$ cat src/rtl/sr_pkg.sv
// Shared definitions for the diad special-register file.
// Index map, default stack bounds and request bundle.
package sr_pkg;

    localparam int SR_FLAGS = 0;
    localparam int SR_SSP   = 1;
    localparam int SR_USP   = 2;
    localparam int SR_EPC   = 3;

    localparam logic [23:0] SSP_RST_D = 24'h000FFF;
    localparam logic [23:0] STK_LO_D  = 24'h000000;
    localparam logic [23:0] STK_HI_D  = 24'h000FFF;

    typedef struct packed {
        logic wr;
        logic push;
        logic pop;
        logic swap;
    } sr_req_t;

endpackage

$ cat src/rtl/sr_stack_adj.sv
// Next-SSP computation for push/pop with bounds check.
// Purely combinational, one guard bit for borrow/carry.
module sr_stack_adj #(
    parameter int                 DATA_W   = 24,
    parameter int                 STK_STEP = 3,
    parameter logic [DATA_W-1:0] STK_LO   = '0,
    parameter logic [DATA_W-1:0] STK_HI   = '1
) (
    input  logic [DATA_W-1:0] iw_ssp,
    input  logic              iw_push,
    input  logic              iw_pop,
    output logic [DATA_W-1:0] ow_nxt_ssp,
    output logic              ow_ovf,
    output logic              ow_unf
);

    localparam logic [DATA_W:0] STEP = (DATA_W+1)'(STK_STEP);

    logic [DATA_W:0] diff;
    logic [DATA_W:0] sum;
    logic            below;
    logic            above;

    assign diff = {1'b0, iw_ssp} - STEP;
    assign sum  = {1'b0, iw_ssp} + STEP;

    // A zero floor only trips on borrow
    if (STK_LO == '0) begin : g_lo0
        assign below = diff[DATA_W];
    end else begin : g_lo
        assign below = diff[DATA_W] | (diff[DATA_W-1:0] < STK_LO);
    end

    // An all-ones ceiling only trips on carry
    if (STK_HI == '1) begin : g_hi1
        assign above = sum[DATA_W];
    end else begin : g_hi
        assign above = sum[DATA_W] | (sum[DATA_W-1:0] > STK_HI);
    end

    // Select adjusted SSP; simultaneous push and pop cancel
    always_comb begin
        ow_nxt_ssp = iw_ssp;
        ow_ovf     = 1'b0;
        ow_unf     = 1'b0;
        unique case (1'b1)
            (iw_push && !iw_pop): begin
                ow_ovf = below;
                if (!below) ow_nxt_ssp = diff[DATA_W-1:0];
            end
            (iw_pop && !iw_push): begin
                ow_unf = above;
                if (!above) ow_nxt_ssp = sum[DATA_W-1:0];
            end
            default: ;
        endcase
    end

endmodule

$ cat src/rtl/regsr_bank.sv
// Banked special-register file with SSP adjust and write lock.
// Swap beats write beats adjust within a cycle.
module regsr_bank
    import sr_pkg::*;
#(
    parameter int                 DATA_W    = 24,
    parameter int                 NUM_SR    = 16,
    parameter int                 NUM_RD    = 2,
    parameter int                 SSP_IDX   = SR_SSP,
    parameter logic [DATA_W-1:0] SSP_RST   = DATA_W'(SSP_RST_D),
    parameter int                 STK_STEP  = 3,
    parameter logic [DATA_W-1:0] STK_LO    = DATA_W'(STK_LO_D),
    parameter logic [DATA_W-1:0] STK_HI    = DATA_W'(STK_HI_D),
    parameter logic [NUM_SR-1:0] LOCK_MASK = NUM_SR'(16'h0002),
    parameter bit                 BYPASS    = 1'b1,
    localparam int                AW        = $clog2(NUM_SR)
) (
    input  logic                     iw_clk,
    input  logic                     iw_rst_n,
    input  logic [NUM_RD*AW-1:0]     iw_rd_addr,
    output logic [NUM_RD*DATA_W-1:0] ow_rd_data,
    input  logic [AW-1:0]            iw_wr_addr,
    input  logic [DATA_W-1:0]        iw_wr_data,
    input  logic                     iw_wr_en,
    input  logic                     iw_priv,
    input  logic                     iw_stk_push,
    input  logic                     iw_stk_pop,
    input  logic                     iw_bank_swap,
    input  logic                     iw_flt_clr,
    output logic [DATA_W-1:0]        ow_ssp,
    output logic                     ow_bank,
    output logic                     ow_ovf,
    output logic                     ow_unf,
    output logic                     ow_wr_fault
);

    localparam logic [AW-1:0] SSP_A = AW'(SSP_IDX);

    logic [DATA_W-1:0] act [NUM_SR];
    logic [DATA_W-1:0] shd [NUM_SR];

    logic              wr_ok;
    logic              wr_lock;
    logic              adj_en;
    sr_req_t           req;
    logic [DATA_W-1:0] nxt_ssp;
    logic              ovf_s;
    logic              unf_s;
    logic [AW-1:0]     ra;

    assign ow_ssp = act[SSP_A];

    // Resolve the cycle's request against lock and priority
    always_comb begin
        wr_ok    = iw_wr_en & (~LOCK_MASK[iw_wr_addr] | iw_priv);
        wr_lock  = iw_wr_en & ~wr_ok & ~iw_bank_swap;
        adj_en   = ~iw_bank_swap & ~(wr_ok & (iw_wr_addr == SSP_A));
        req.swap = iw_bank_swap;
        req.wr   = wr_ok & ~iw_bank_swap;
        req.push = iw_stk_push & adj_en;
        req.pop  = iw_stk_pop & adj_en;
    end

    sr_stack_adj #(
        .DATA_W   (DATA_W),
        .STK_STEP (STK_STEP),
        .STK_LO   (STK_LO),
        .STK_HI   (STK_HI)
    ) u_adj (
        .iw_ssp     (act[SSP_A]),
        .iw_push    (req.push),
        .iw_pop     (req.pop),
        .ow_nxt_ssp (nxt_ssp),
        .ow_ovf     (ovf_s),
        .ow_unf     (unf_s)
    );

    // Read ports with optional same-cycle write forwarding
    always_comb begin
        ow_rd_data = '0;
        ra         = '0;
        for (int p = 0; p < NUM_RD; p++) begin
            ra = iw_rd_addr[p*AW +: AW];
            if (BYPASS && req.wr && (iw_wr_addr == ra))
                ow_rd_data[p*DATA_W +: DATA_W] = iw_wr_data;
            else
                ow_rd_data[p*DATA_W +: DATA_W] = act[ra];
        end
    end

    // Bank storage: swap, else adjust then write
    always_ff @(posedge iw_clk or negedge iw_rst_n) begin
        if (!iw_rst_n) begin
            for (int i = 0; i < NUM_SR; i++) begin
                act[i] <= (i == SSP_IDX) ? SSP_RST : '0;
                shd[i] <= (i == SSP_IDX) ? SSP_RST : '0;
            end
            ow_bank <= 1'b0;
        end else if (req.swap) begin
            for (int i = 0; i < NUM_SR; i++) begin
                act[i] <= shd[i];
                shd[i] <= act[i];
            end
            ow_bank <= ~ow_bank;
        end else begin
            act[SSP_A] <= nxt_ssp;
            if (req.wr) act[iw_wr_addr] <= iw_wr_data;
        end
    end

    // Sticky stack faults and one-shot lock fault
    always_ff @(posedge iw_clk or negedge iw_rst_n) begin
        if (!iw_rst_n) begin
            ow_ovf      <= 1'b0;
            ow_unf      <= 1'b0;
            ow_wr_fault <= 1'b0;
        end else begin
            ow_ovf      <= (ow_ovf & ~iw_flt_clr) | ovf_s;
            ow_unf      <= (ow_unf & ~iw_flt_clr) | unf_s;
            ow_wr_fault <= wr_lock;
        end
    end

endmodule
$ cat config.mk
export PLATFORM = sky130hd
export DESIGN_NAME = regsr_bank
export DESIGN_NICKNAME = d
export VERILOG_FILES = /design/src/rtl/sr_pkg.sv /design/src/rtl/sr_stack_adj.sv /design/src/rtl/regsr_bank.sv
export SDC_FILE = /design/constraint.sdc
export NUM_CORES = 1
export LEC_CHECK = 0
export CAP_MARGIN = 20
export CORE_MARGIN = 4
export CORE_UTILIZATION = 45
export CTS_CLUSTER_SIZE = 24
export DETAILED_ROUTE_END_ITERATION = 8
export PLACE_DENSITY = 0.6
export SETUP_SLACK_MARGIN = 0.02
export SLEW_MARGIN = 20
export SYNTH_ARGS = -nofsm -noshare
export SYNTH_HDL_FRONTEND = slang
export SYNTH_SLANG_ARGS = --single-unit
export TNS_END_PERCENT = 5
$ cat constraint.sdc
create_clock -name iw_clk -period 7.1 [get_ports iw_clk]
set_clock_uncertainty 0.2 [all_clocks]
set_input_delay 1.42 -clock iw_clk [delete_from_list [all_inputs] [get_ports iw_clk]]
set_output_delay 1.42 -clock iw_clk [all_outputs]
set_load 0.02 [all_outputs]
==> run_1/closeup.png <==
Region (138, 77) to (168, 107) µm. Cells in gray, sequential cells in the stronger gray; small squares are vias.
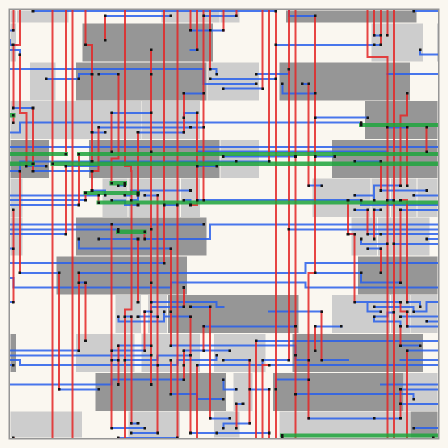
color	layer
red	M2
blue	M1
green	M3
cells with their middle in the window	41
sequential cells in the window	13
netlist names of flops here include	shd (8), act (5)
most frequent	dfrtp_1 (13), mux2i_1 (7), mux2_2 (6)

==> run_1/gates.png <==
(2 px per µm)
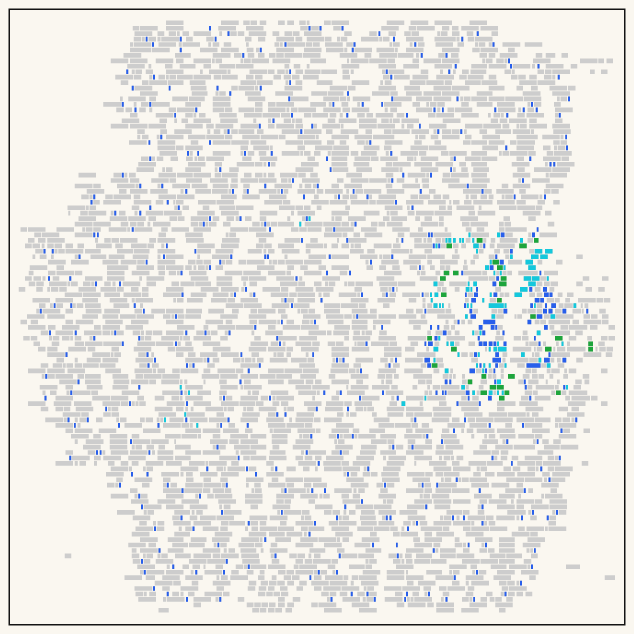
color	family	cells	where
green	non-inverting ao/oa cells	30	east
blue	nand cells	456	all over the die
cyan	nor cells	92	east

==> run_1/route_heat.png <==
(1 px per µm) The die is cut into 31 by 31 equal tiles; white is low, dark blue is high, scaled to the fullest tile. Values are wire area over tile area, all layers added.
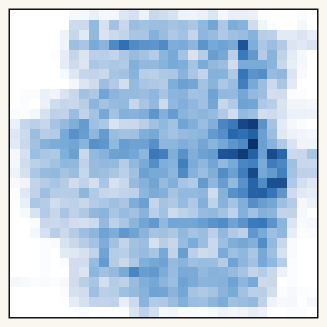
nearly empty tiles	13%
mean over tiles	0.20
fullest tile	0.66
tiles over half the peak	16%

==> flow_summary.toml, run 1 <==
# yosys + openroad results
[synthesis]
ys_types = 77
syn_avg_cell_area_um2 = 12.4
yosysCellCount = 3255
syn_nets = 3304
ys_seq_share_pct = 48.1
synthFlopType = "dfrtp_1"
syn-cell-area_mm2 = 0.0402
ys_chip_area_mm2 = 0.0402

[timing]
max-slew-margin-rel_pct = 21.2
finalSetupViolCount = 0
finalClockPeriodUsage_pct = 88.7
fin_setup_tns_ns = 0
worst_pin_slew_ns = 1.18
rsz0062_at_grt = "no"
maxSlewViolCount = 0
final_hold_viol_count = 0

[setup_path]
worstReg2RegEnd = "ow_ssp[19]"
cp.depth = 8
cp_top_family = "buffers and inverters"
critPathSlowestCell = "clkdlybuf4s50_1"
path_buffers = 3
cp_data_arrival_time_ns = 4.68
path_max_fanout = 15
critPathCapture = "ow_rd_data[11]"
crit_chain = "clkdlybuf4s50_1, nor2_1, nand3_1, nand3_1, nor2_4, buf_4, mux2_2, clkdlybuf4s50_1"
crit_type = "primary input to output pin"
end_kind = "output pin"
crit_start = "iw_wr_addr[2]"
rrSetupSlack_ns = 2.75
start_kind = "primary input"

[clock_network]
htreeDepth = 3
clk_pin_slew_ns = 0.07
cts_buffers = 85
root_buffer = "clkbuf_16"
ctsResizeCount = 0
ctsLongestPathBuffers = 3
post-cts-setup-buffer-count = 0
clkLatencyLatePin_ns = 0.66
cts_tree = "yes"

[routing]
vias = 27300
drc = 0
viasPerCell = 6.17
drtAntennaViolNets = 0
drt-initial-drc-count = 2892
avgRoutedWirePerCell_um = 26.5
wl_um = 117000
drt_pass1_iterations = 5

[placement]
gp_congestion = 0.867
dp_hpwl_um = 72100
io_buffers = 119

[worst_hold_path]
hold_depth = 2

[final_layout]
seq_area_mm2 = 0.0193
layout-drive-gt1-share_pct = 29.1
synthToLayoutAreaGrowth_pct = 12.7
n_fill_cell = 7417
layout_top_cell = "dfrtp_1"

[floorplanning]
rows = 109
die-area_mm2 = 0.0942
fp_util_pct = 45.4
core_mm2 = 0.0885
die_height_um = 307
ios = 120

[global_routing]
antenna_found_initial = 6
gr-usage-met1_pct = 36.8
grt_busiest_layer = "met2"
grt_pass1_vias = 28000
met2_usage_pct = 37.3
use_met3_pct = 4.85
grt-ovfl-total = 0

[pwr]
leakage_nw = 19.6
irDropWorstVdd_mv = 0.174
power_mw = 15.0

[run]
drv_cap = 0
warnings = 47

[run_status]
status = "finished, final reports clean"
## run 1: sequential cells by signal, indices dropped and copies added (netlist names)
| name | flops |
|---|---|
| act | 360 |
| ow_bank | 1 |
| ow_ovf | 1 |
| ow_ssp | 24 |
| ow_unf | 1 |
| ow_wr_fault | 1 |
| shd | 384 |
## run 1: final cells by class
type                       count  share of cell area (%)
inverter                      11                  0.0911
timing repair buffer         187                    4.31
clock buffer                 121                    5.55
multi-input combinational   2133                    43.1
sequential                   772                    42.7
tap                         1165                    3.22
clock inverter                36                   0.997
## run 1: through the flow
| stage | std cells | utilization, % | setup WS, ns | area, µm² | hold WS [ns] |
|---|---|---|---|---|---|
| finish | 4425 | 51.2 | 0.801 | 45300 | 0.257 |
| global route | 4425 | 51.2 | 0.691 | 45300 | 0.273 |
| detailed placement | 4265 | 47.8 | 0.893 | 42300 | 0.255 |
| floorplan | 3255 | - | 1.67 | 40200 | 0.248 |
| global placement | 4262 | 47.7 | 0.974 | 42200 | 0.255 |
| CTS | 4422 | 51.1 | 0.834 | 45200 | 0.259 |
## run 1: power breakdown
| part | switching (mW) | internal (mW) | total, mW |
|---|---|---|---|
| clock | 1.86 | 2.80 | 4.66 |
| sequential | 1.11 | 5.62 | 6.73 |
| combinational | 1.65 | 1.92 | 3.57 |
## run 1: per-layer routing
metal  wire length, µm  vias to the layer above  part of all wire, %
li1                  -                    11800                    -
met1             52300                    14300                   45
met2             51900                     1078                   44
met3              9490                      206                  8.1
met4              3460                        0                  3.0
met5                 0                        -                    0
## run 1: worst reg2reg max path, stage by stage (launching register included)
cell and delay (ns):
dfstp_2 0.75, inv_1 0.14, ha_1 0.27, nand3b_4 0.22, or4_4 0.59, o41a_1 0.46
nor4_4 0.45, a31oi_2 0.50, nor4b_1 0.45, o31ai_1 0.16
## run 1: cell usage after synthesis (all sizes together) (16+ instances only)
| master | count | share of area (%) |
|---|---|---|
| dfstp | 24 | 1.6 |
| o21ai | 378 | 4.7 |
| mux2 | 432 | 12 |
| nand4 | 16 | 0.26 |
| clkbuf | 271 | 2.5 |
| mux2i | 370 | 9.2 |
| a21oi | 26 | 0.32 |
| nand2 | 405 | 3.8 |
| nor2 | 61 | 0.57 |
| mux4 | 238 | 13 |
| buf | 68 | 0.94 |
| dfrtp | 748 | 47 |
## run 1: worst min path at each step
stage / to / slack (ns) / startpoint
after CTS: act[191] / 0.26 / shd[191]
after detailed placement: ow_bank / 0.26 / ow_bank
final: act[191] / 0.26 / shd[191]
after global placement: act[68] / 0.25 / shd[68]
after global routing: act[191] / 0.27 / shd[191]
after floorplan: ow_ssp[12] / 0.25 / shd[348]
## run 1: cells by family (layout without fill, tap and decap cells)
logic type	after synthesis	after routing	synth area share, %
AOI/OAI and AO/OA	496	496	6.94
xor gates and xnor gates	14	14	0.305
adders and majority gates	5	5	0.156
buffers and inverters	350	355	3.57
DFF	772	772	48.1
muxes	1040	1040	34.7
and+or+nand+nor	578	578	6.27
--- run 2 (diff from run 1) ---
==> constraint.sdc (replaced) <==
create_clock -name iw_clk -period 6.41 [get_ports iw_clk]
set_clock_uncertainty 0.2 [all_clocks]
set_input_delay 1.282 -clock iw_clk [delete_from_list [all_inputs] [get_ports iw_clk]]
set_output_delay 1.282 -clock iw_clk [all_outputs]
set_load 0.02 [all_outputs]
==> run 2 against run 1 <==
Combinational power rose by 11%. Cell area fell by 0.11%. Critical path depth did not move. Area after synthesis did not move. Sequential share of layout area barely moved. Die size did not move. Sequential power rose by 11%. Global-route usage rose by 0.081 points. Setup slack got worse by 0.20 ns. Register-to-register slack got worse by 0.60 ns. Critical path type unchanged. Largest power group unchanged. Highest routed layer unchanged.
==> flow_summary.toml, run 2 <==
# yosys + openroad results
[run_status]
status = "finished, final reports clean"

[synthesis]
synthTopCellsByArea = "dfrtp_1 47%, mux4_2 13%, mux2_2 12%"
yosysCellCount = 3255
synth_top_area_share_pct = 46.5
mux_share_pct = 34.7
simple_gate_area_share_pct = 6.27
synthTopCellsByCount = "748 x dfrtp_1, 432 x mux2_2, 405 x nand2_1"
syn-cell-area_mm2 = 0.0402
ys_chip_area_mm2 = 0.0402
synth-compound-area-share_pct = 6.94
adder_share_pct = 0.156
top_area_cell = "dfrtp_1"
most_common_cell = "dfrtp_1"
synth.logic.top_family = "multiplexers"
syn_nets = 3304
ys_seq_share_pct = 48.1
synthFlopType = "dfrtp_1"
synthArstFlopShare_pct = 100
synthXorXnorAreaFrac_pct = 0.305

[setup_path]
crit_type = "primary input to output pin"
path_max_fanout = 14
cp_data_arrival_time_ns = 4.33
start_kind = "primary input"
crit_start = "iw_wr_addr[3]"
critPathSlowestCell = "clkdlybuf4s50_1"
end_kind = "output pin"
cp.required_ns = 4.93

[final_layout]
top_register = "shd"
n_fill_cell = 7475
layout_top_cell = "dfrtp_1"
largest_reg_flops = 384
layout-drive-gt1-share_pct = 29.3

[routing]
drt_pass1_iterations = 5
drtAntennaViolNets = 0
drc = 0

[floorplanning]
die_height_um = 307
core_mm2 = 0.0885
ios = 120
die-area_mm2 = 0.0942
rows = 109

[placement]
gp_congestion = 0.858
dp_hpwl_um = 71800
io_buffers = 119

[clock_network]
clkLatencyLatePin_ns = 0.65
ctsResizeCount = 0
post-cts-setup-buffer-count = 0
root_buffer = "clkbuf_16"
cts_tree = "yes"
clk_pin_slew_ns = 0.06
ctsLongestPathBuffers = 3
htreeDepth = 3
cts_buffers = 86

[timing]
fin_setup_tns_ns = 0
period_needed_ns = 5.81
hold_slack_ns = 0.266
final_hold_viol_count = 0
worst_pin_slew_ns = 1.33
finalSetupViolCount = 0
rsz0062_at_grt = "no"
maxSlewViolCount = 0
finalClockPeriodUsage_pct = 90.6
max-slew-margin-rel_pct = 11.5

[global_routing]
grt_pass1_vias = 28000
grt-ovfl-total = 0
antenna_found_initial = 4

[run]
drv_cap = 0
warnings = 54

[worst_hold_path]
hp-start = "shd[132]"

[pwr]
irDropWorstVdd_mv = 0.205
pwr-share-comb_pct = 24.1
leakage_nw = 19.6
intPower_mw = 11.3
clockPowerShare_pct = 30.4
seqPwrFrac_pct = 45.5
run 2: cell types whose count changed in the layout (fill, tap and decap cells not counted), moves of 2 or more:
cell and change:
clkbuf_1 +13, clkinv_2 -2, buf_12 +4, buf_4 +18
diode_2 +2, bufinv_16 -3, inv_16 +2, inv_6 +2
clkdlybuf4s50_1 -12, clkbuf_8 -5, clkinvlp_4 -3
run 2: worst paths after layout:
kind	end	slack [ns]	cells past startpoint
setup / recovery	ow_rd_data[29]	0.60	8
hold / removal	act[132]	0.27	2
setup reg to reg	ow_ssp[16]	2.15	9
hold reg to reg	act[132]	0.27	2
max in group asynchronous	act[184]	4.08	2
min in group asynchronous	act[266]	0.47	1
run 2: cells by family after synthesis:
logic type	after synthesis
and+or+nand+nor	578
adders and majority gates	5
buffers and inverters	350
DFF	772
xor gates and xnor gates	14
muxes	1040
AOI/OAI and AO/OA	496
run 2: critical path: cells and delay by family:
family / cells / cell delay (ns)
buffers and inverters: 3 / 1.51
multiplexers: 1 / 0.36
AND/OR/NAND/NOR: 4 / 1.15
run 2: cell type report:
class	instances	area (µm²)	area share, %
antenna	2	5.00	0.0111
clock buffer	128	2470	5.46
multi-input combinational	2133	19500	43.2
tap	1165	1460	3.22
timing repair buffer	195	2010	4.43
inverter	11	41.3	0.0912
clock inverter	32	379	0.838
sequential	772	19300	42.8
run 2: per-layer routing:
| layer | vias to the layer above | GRT usage (%) | share of wire (%) |
|---|---|---|---|
| li1 | 11800 | - | - |
| met1 | 14500 | 36.3 | 44 |
| met2 | 969 | 39.1 | 46 |
| met3 | 203 | 3.88 | 6.9 |
| met4 | 0 | 7.48 | 2.7 |
| met5 | - | 0 | 0 |
run 2: power groups by stage:
stage          logic [mW]  registers, mW  clock network [mW]
2_1_floorplan        3.06           6.94                   0
3_3_place_gp         3.80           7.39                   0
3_5_place_dp         3.95           7.53                   0
4_1_cts              3.97           7.45                5.11
5_1_grt              4.31           7.64                5.32
6_report             3.95           7.47                5.00
run 2: through the flow:
stage | total power [mW] | setup WS [ns] | cell area [µm²] | cells
after floorplan | 10.0 | 1.26 | 40200 | 3255
after global placement | 11.2 | 0.735 | 42300 | 4274
after detailed placement | 11.5 | 0.661 | 42400 | 4275
after CTS | 16.5 | 0.624 | 45200 | 4435
after global routing | 17.3 | 0.504 | 45300 | 4436
final | 16.4 | 0.600 | 45300 | 4438
==> run_2/route_heat.png <==
(1 px per µm) The die is cut into 31 by 31 equal tiles; white is low, dark blue is high, scaled to the fullest tile. Values are wire area over tile area, all layers added.
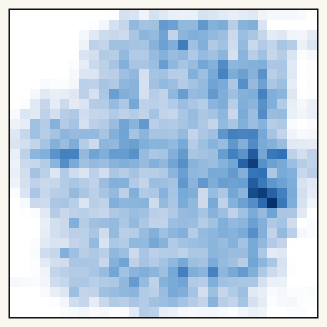
DR WL/cell: 26.3 µm
Tot GR Track Use: 25.0%
Post-Route WL: 117000 µm
via total after detailed routing: 27500

==> run_2/closeup.png <==
Region (138, 77) to (168, 107) µm. Cells in gray, sequential cells in the stronger gray; small squares are vias.
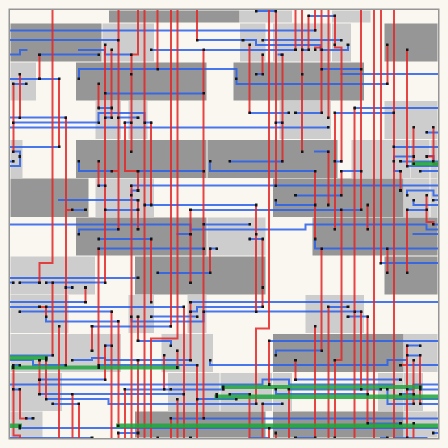
color	layer
green	M3
red	M2
blue	M1
most frequent	dfrtp_1 (13), nand2_1 (7), mux2_2 (7)
netlist names of flops here include	shd (8), act (5)
cells with their middle in the window	41
sequential cells in the window	13

Power figures rest on the tool's default switching activity, not on a simulated workload.
